**src/rtl/rca_error_sweep_ctrl_if.sv**
```systemverilog
// Bundle between the sweep controller and its host/adder-under-test side.
// The host drives start/abort and returns dut_S; the controller owns everything else.
interface rca_error_sweep_ctrl_if #(
    parameter int WIDTH = 8
);
    logic                 start;
    logic                 abort;
    logic [WIDTH-1:0]     dut_A;
    logic [WIDTH-1:0]     dut_B;
    logic                 dut_Cin;
    logic [WIDTH:0]       dut_S;
    logic                 busy;
    logic                 done;
    logic [2*WIDTH+1:0]   err_count;
    logic [WIDTH:0]       max_ed;
    logic [3*WIDTH+1:0]   sum_ed;
    logic [2*WIDTH+1:0]   vec_count;

    modport master (
        output start, abort, dut_S,
        input  dut_A, dut_B, dut_Cin, busy, done, err_count, max_ed, sum_ed, vec_count
    );

    modport slave (
        input  start, abort, dut_S,
        output dut_A, dut_B, dut_Cin, busy, done, err_count, max_ed, sum_ed, vec_count
    );
endinterface

```
**src/rtl/rca_error_sweep_ctrl.sv**
```systemverilog
// Exhaustive operand sweep of an approximate adder, accumulating error count,
// maximum and summed error distance against the exact sum.
module rca_error_sweep_ctrl #(
    parameter int WIDTH = 8
) (
    input  logic                      clk,
    input  logic                      rst,
    rca_error_sweep_ctrl_if.slave     bus
);
    localparam int IW    = 2*WIDTH + 1;
    localparam int CW    = 2*WIDTH + 2;
    localparam int ACC_W = 3*WIDTH + 2;

    typedef enum logic [1:0] {IDLE, RUN, DRAIN} state_t;

    state_t           state, state_next;
    logic [IW-1:0]    idx;
    logic [WIDTH:0]   stage_exact;
    logic [WIDTH:0]   stage_s;
    logic             stage_valid;
    logic             done_q;
    logic [CW-1:0]    err_count_q;
    logic [WIDTH:0]   max_ed_q;
    logic [ACC_W-1:0] sum_ed_q;
    logic [CW-1:0]    vec_count_q;

    logic             load;
    logic             capture;
    logic             finish;
    logic             idx_last;
    logic [WIDTH:0]   exact;
    logic [WIDTH:0]   ed;

    assign idx_last = (idx == {IW{1'b1}});
    assign exact    = {1'b0, idx[WIDTH-1:0]} + {1'b0, idx[2*WIDTH-1:WIDTH]}
                    + {{WIDTH{1'b0}}, idx[2*WIDTH]};
    assign ed       = (stage_exact >= stage_s) ? (stage_exact - stage_s)
                                               : (stage_s - stage_exact);

    // NOTE: every signal gets a default before the case so no path leaves it
    // unassigned, which would otherwise infer a latch.
    always_comb begin
        state_next = state;
        load       = 1'b0;
        capture    = 1'b0;
        finish     = 1'b0;
        case (state)
            IDLE: begin
                if (bus.start) begin
                    state_next = RUN;
                    load       = 1'b1;
                end
            end
            RUN: begin
                if (bus.abort) begin
                    state_next = IDLE;
                end else begin
                    capture = 1'b1;
                    if (idx_last) state_next = DRAIN;
                end
            end
            DRAIN: begin
                state_next = IDLE;
                finish     = !bus.abort;
            end
            default: state_next = IDLE;
        endcase
    end

    // NOTE: state uses non-blocking assignments so every register samples
    // pre-edge values; all registers are small and cleared by reset.
    always_ff @(posedge clk) begin
        if (rst) begin
            state       <= IDLE;
            idx         <= '0;
            stage_exact <= '0;
            stage_s     <= '0;
            stage_valid <= 1'b0;
            done_q      <= 1'b0;
            err_count_q <= '0;
            max_ed_q    <= '0;
            sum_ed_q    <= '0;
            vec_count_q <= '0;
        end else begin
            state  <= state_next;
            done_q <= finish;
            if (load) begin
                idx         <= '0;
                stage_valid <= 1'b0;
                err_count_q <= '0;
                max_ed_q    <= '0;
                sum_ed_q    <= '0;
                vec_count_q <= '0;
            end else begin
                // Accumulate the vector captured on the previous edge.
                if (stage_valid) begin
                    vec_count_q <= vec_count_q + 1'b1;
                    if (ed != '0) err_count_q <= err_count_q + 1'b1;
                    sum_ed_q <= sum_ed_q + ACC_W'(ed);
                    if (ed > max_ed_q) max_ed_q <= ed;
                end
                stage_valid <= capture;
                if (capture) begin
                    stage_exact <= exact;
                    stage_s     <= bus.dut_S;
                    if (!idx_last) idx <= idx + 1'b1;
                end
            end
        end
    end

    assign bus.dut_A     = idx[WIDTH-1:0];
    assign bus.dut_B     = idx[2*WIDTH-1:WIDTH];
    assign bus.dut_Cin   = idx[2*WIDTH];
    assign bus.busy      = (state != IDLE);
    assign bus.done      = done_q;
    assign bus.err_count = err_count_q;
    assign bus.max_ed    = max_ed_q;
    assign bus.sum_ed    = sum_ed_q;
    assign bus.vec_count = vec_count_q;
endmodule
```
**src/flat_wrapper.sv**
```systemverilog
// flat-port wrapper written by rule: the top's interface ports become plain ports
module rca_error_sweep_ctrl_flat 
#(
    parameter int WIDTH = 8
)
  (clk, rst, bus_start, bus_abort, bus_dut_S, bus_dut_A, bus_dut_B, bus_dut_Cin, bus_busy, bus_done, bus_err_count, bus_max_ed, bus_sum_ed, bus_vec_count);
  rca_error_sweep_ctrl_if #(.WIDTH(WIDTH)) bus_i ();
  input  logic clk;
  input  logic rst;
  input wire logic [$bits(bus_i.start)-1:0] bus_start;
  input wire logic [$bits(bus_i.abort)-1:0] bus_abort;
  input wire logic [$bits(bus_i.dut_S)-1:0] bus_dut_S;
  output wire logic [$bits(bus_i.dut_A)-1:0] bus_dut_A;
  output wire logic [$bits(bus_i.dut_B)-1:0] bus_dut_B;
  output wire logic [$bits(bus_i.dut_Cin)-1:0] bus_dut_Cin;
  output wire logic [$bits(bus_i.busy)-1:0] bus_busy;
  output wire logic [$bits(bus_i.done)-1:0] bus_done;
  output wire logic [$bits(bus_i.err_count)-1:0] bus_err_count;
  output wire logic [$bits(bus_i.max_ed)-1:0] bus_max_ed;
  output wire logic [$bits(bus_i.sum_ed)-1:0] bus_sum_ed;
  output wire logic [$bits(bus_i.vec_count)-1:0] bus_vec_count;
  assign bus_i.start = bus_start;
  assign bus_i.abort = bus_abort;
  assign bus_i.dut_S = bus_dut_S;
  assign bus_dut_A = bus_i.dut_A;
  assign bus_dut_B = bus_i.dut_B;
  assign bus_dut_Cin = bus_i.dut_Cin;
  assign bus_busy = bus_i.busy;
  assign bus_done = bus_i.done;
  assign bus_err_count = bus_i.err_count;
  assign bus_max_ed = bus_i.max_ed;
  assign bus_sum_ed = bus_i.sum_ed;
  assign bus_vec_count = bus_i.vec_count;
  rca_error_sweep_ctrl #(.WIDTH(WIDTH)) u_core (.clk(clk), .rst(rst), .bus(bus_i));
endmodule
```
**config.mk**
```make
export PLATFORM = sky130hd
export DESIGN_NAME = rca_error_sweep_ctrl_flat
export DESIGN_NICKNAME = d
export VERILOG_FILES = /design/src/rtl/rca_error_sweep_ctrl_if.sv /design/src/rtl/rca_error_sweep_ctrl.sv /design/src/flat_wrapper.sv
export SDC_FILE = /design/constraint.sdc
export NUM_CORES = 1
export LEC_CHECK = 0
export CELL_PAD_IN_SITES_DETAIL_PLACEMENT = 0
export CELL_PAD_IN_SITES_GLOBAL_PLACEMENT = 1
export CORE_UTILIZATION = 35
export CTS_CLUSTER_DIAMETER = 30
export DETAILED_ROUTE_END_ITERATION = 16
export HOLD_SLACK_MARGIN = 0.1
export PLACE_DENSITY = 0.8
export SETUP_SLACK_MARGIN = 0.3
export SLEW_MARGIN = 20
export SYNTH_ARGS = -nofsm -noshare
export SYNTH_HDL_FRONTEND = slang
export SYNTH_SLANG_ARGS = --single-unit
```
**constraint.sdc**
```tcl
create_clock -name clk -period 4.35 [get_ports clk]
set_input_delay 0.6525 -clock clk [delete_from_list [all_inputs] [get_ports clk]]
set_output_delay 0.6525 -clock clk [all_outputs]
set_load 0.05 [all_outputs]
```
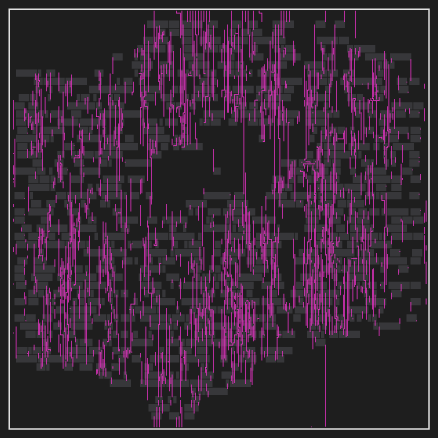
Fig. 1. Metal 2.
Scale: 3 px per µm.
main direction	vertical
share of all routed wire	43%
nets with wire on the layer	761
longest straight run	50.7 µm
wire length on this layer	6870 µm

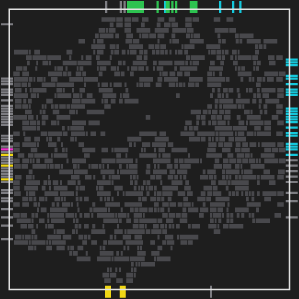
Fig. 2. Pin placement.
Scale: 2 px per µm. Pins as bars across the die edge, other pins in gray.
color	port	pins	direction	edge
cyan	bus_sum_ed	26	output	22 right, 4 top
yellow	bus_dut_S	9	input	6 bottom, 3 left
green	bus_err_count	18	output	top
magenta	bus_done	1	output	left
all pins by edge	41 left, 30 right, 25 top, 7 bottom

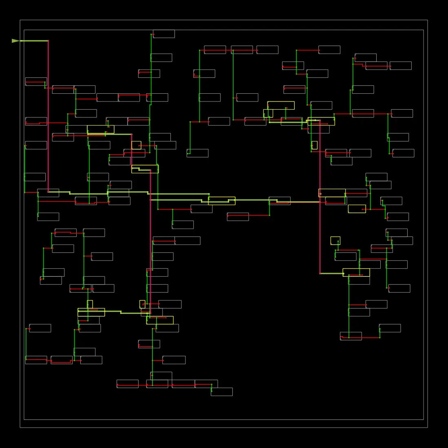
Fig. 3. Clock wiring as the flow saved it.
clock tree sinks: 110
number of sequential cells: 110
total clock buffers created by CTS: 9
clock network latency to the later pin of the worst-skew pair: 0.36 ns

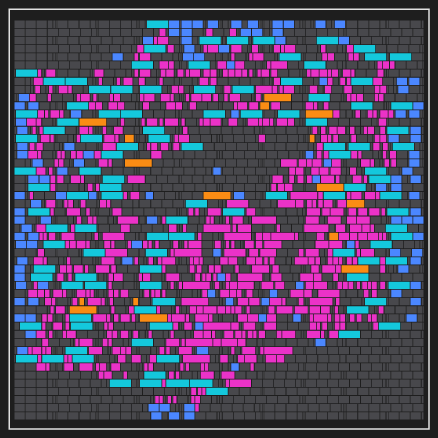
Fig. 4. Placement by cell class.
Scale: 3 px per µm. Fill, decap, tap and diode cells in gray.
color	class	cells
cyan	sequential cells	110
magenta	combinational and other logic	650
blue	remaining buffers and delay cells	124
orange	clock drivers and dummy loads	16

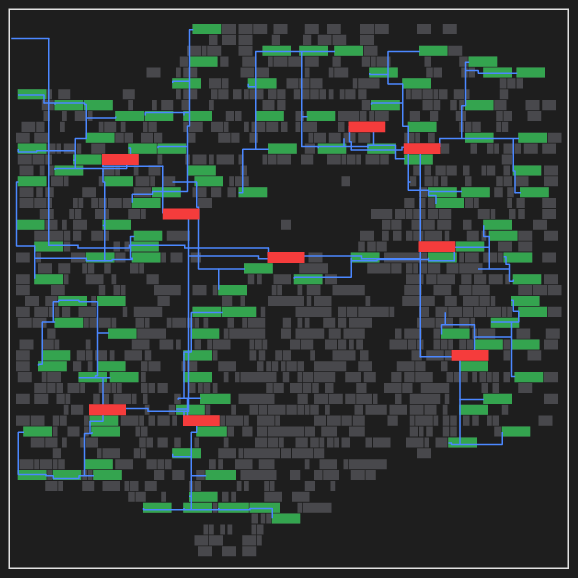
Fig. 5. Routed clock nets over the placement.
Scale: 4 px per µm.
[green] flip-flops | count: 110
[blue] clock wires | length: 1410 µm
[red] clock drivers | count: 9
routed clock nets	10
Setup Skew: 0.00909 ns
part of the total power dissipated in the clock network: 0.327
Clock group: 0.796 mW

==> run notes <==
From the run reports.

- Setup repair after global routing could not meet its margin everywhere.
- Once synthesis finished, the tally of register bits stood at 110.
- The area of the mapped netlist is 6610 µm².
- The share of the Yosys chip area taken by registers is 0.333.
- The cell internal power dissipation is 1.65 mW.
- The multiplexer fraction of the synthesized cell area is 0.0491.
- The global route stage reports its total congestion overflow as 0.
- The detailed router put a total of 7940 µm of wire on met1.
- In the final layout, the share of cells above drive strength 1 is 0.120.
- The signal on the critical path passes through inv_1 -> ha_4 -> nand4_2 -> or2_4 -> a22o_2 -> nand2_4 -> mux2i_4 -> xnor2_2 -> ha_1 -> a21oi_2 -> o21bai_2 -> a21o_1 -> a21o_1 -> a21o_1 -> a311oi_2 -> buf_4 -> or4_1 -> a21oi_1.
- The initial antenna violation count is 0.
- Yosys stat counts 792 cells in the synthesized netlist.
- According to the cell report, the number of logic gates is 605.
- Per the layout area report, the combinational fraction of cell area is 0.513.
- The final-report setup violation count reads 0.
- The area of the core is 18200 µm².
- The net switching fraction of the power is 0.321.
- Looking at the reg2reg group, the worst path ends at u_core.bus.sum_ed[24]$_SDFFE_PP0P_.
- For hold timing, the worst endpoint is u_core.stage_s[5]$_SDFFE_PP0P_.
- The cell accounting for the most synthesized area is sky130_fd_sc_hd__dfxtp_1.
- The areal power density over the cells reads 286 nW/µm².
- The repair_antennas step left the layout with diodes totalling 0.
- Ranking logic cells in the layout by count gives the top entries sky130_fd_sc_hd__dfxtp_1, sky130_fd_sc_hd__clkdlybuf4s50_1, sky130_fd_sc_hd__nand2_1.
- The timing-limited maximum frequency is 255 MHz.
- TritonCTS built the clock tree.
- The layout stage reports a final design area of 8500 µm².
- The final weighted congestion recorded by global placement is 0.859.
- The commonest non-fill, non-tap cell in the layout is sky130_fd_sc_hd__dfxtp_1.
- The compound-cell area share of the yosys netlist is 0.163.
- The nature of the critical path endpoint is a flip-flop.
- The via count of the first global-routing pass is 5507.
- The accumulated negative setup slack reads 0 ns.
- The fraction of standard cell area that is sequential is 0.260.
- Per the power-grid run, VDD falls by no more than 0.212 mV.
- Counting instances, the worst hold path has a depth of 2.
- The area share of xor/xnor cells in the synthesized design is 0.0650.
- Per the area breakdown, the dominant cell category is combinational gates.
- According to the I/O placement log, the pin count is 103.
- The filler-free cell count of the finished design reads 1129.
- The sequential fraction of design power reads 0.422.
- The share of the core area taken by cells at floorplan is 0.363.
- The sum of routed wire length over all layers is 15900 µm.
- Yosys mapped a number of flops with a built-in enable equal to 0.
- The timing report shows that the slowest cell on the worst path is sky130_fd_sc_hd__or4_1.
- The pin count of the biggest net entering global routing is 42.
- Summed over all routing layers, the global router reports a total usage of 0.168.
- The run finished with clean final reports.
- The critical path capture point is u_core.bus.sum_ed[24]$_SDFFE_PP0P_.
- The first-pass iteration count of the detailed router reads 4.
- The number of ordinary and repair buffers in the finished layout is 124.
- The count of unresolved DRC violations after routing reads 0.
- The post-CTS clock slew at the launch and capture registers of the worst setup and hold paths reads 0.08 ns.
- Yosys mapped the design onto 63 distinct sky130hd cell types.
- The die covers 19400 µm².
- The chip area line of the yosys report is 6610 µm².
- The heaviest power group is registers.
- The total number of placement rows is 49.
- The cell with the most instances after synthesis reads sky130_fd_sc_hd__dfxtp_1.
- For met1 alone, demand over resource in global routing was 0.223.
- Per the run report, area growth between synthesis and finish was 28.7%.
- Max-cap violations in this run came to 0.
- The area share of fa/ha/maj cells after synthesis reads 0.106.
- The area fraction in and, or, nand and nor cells after synthesis reads 0.235.
- The smallest setup slack after layout is 0.427 ns.
- Power attributed to combinational cells is 0.612 mW.
Power is estimated from default activity; no workload was simulated.
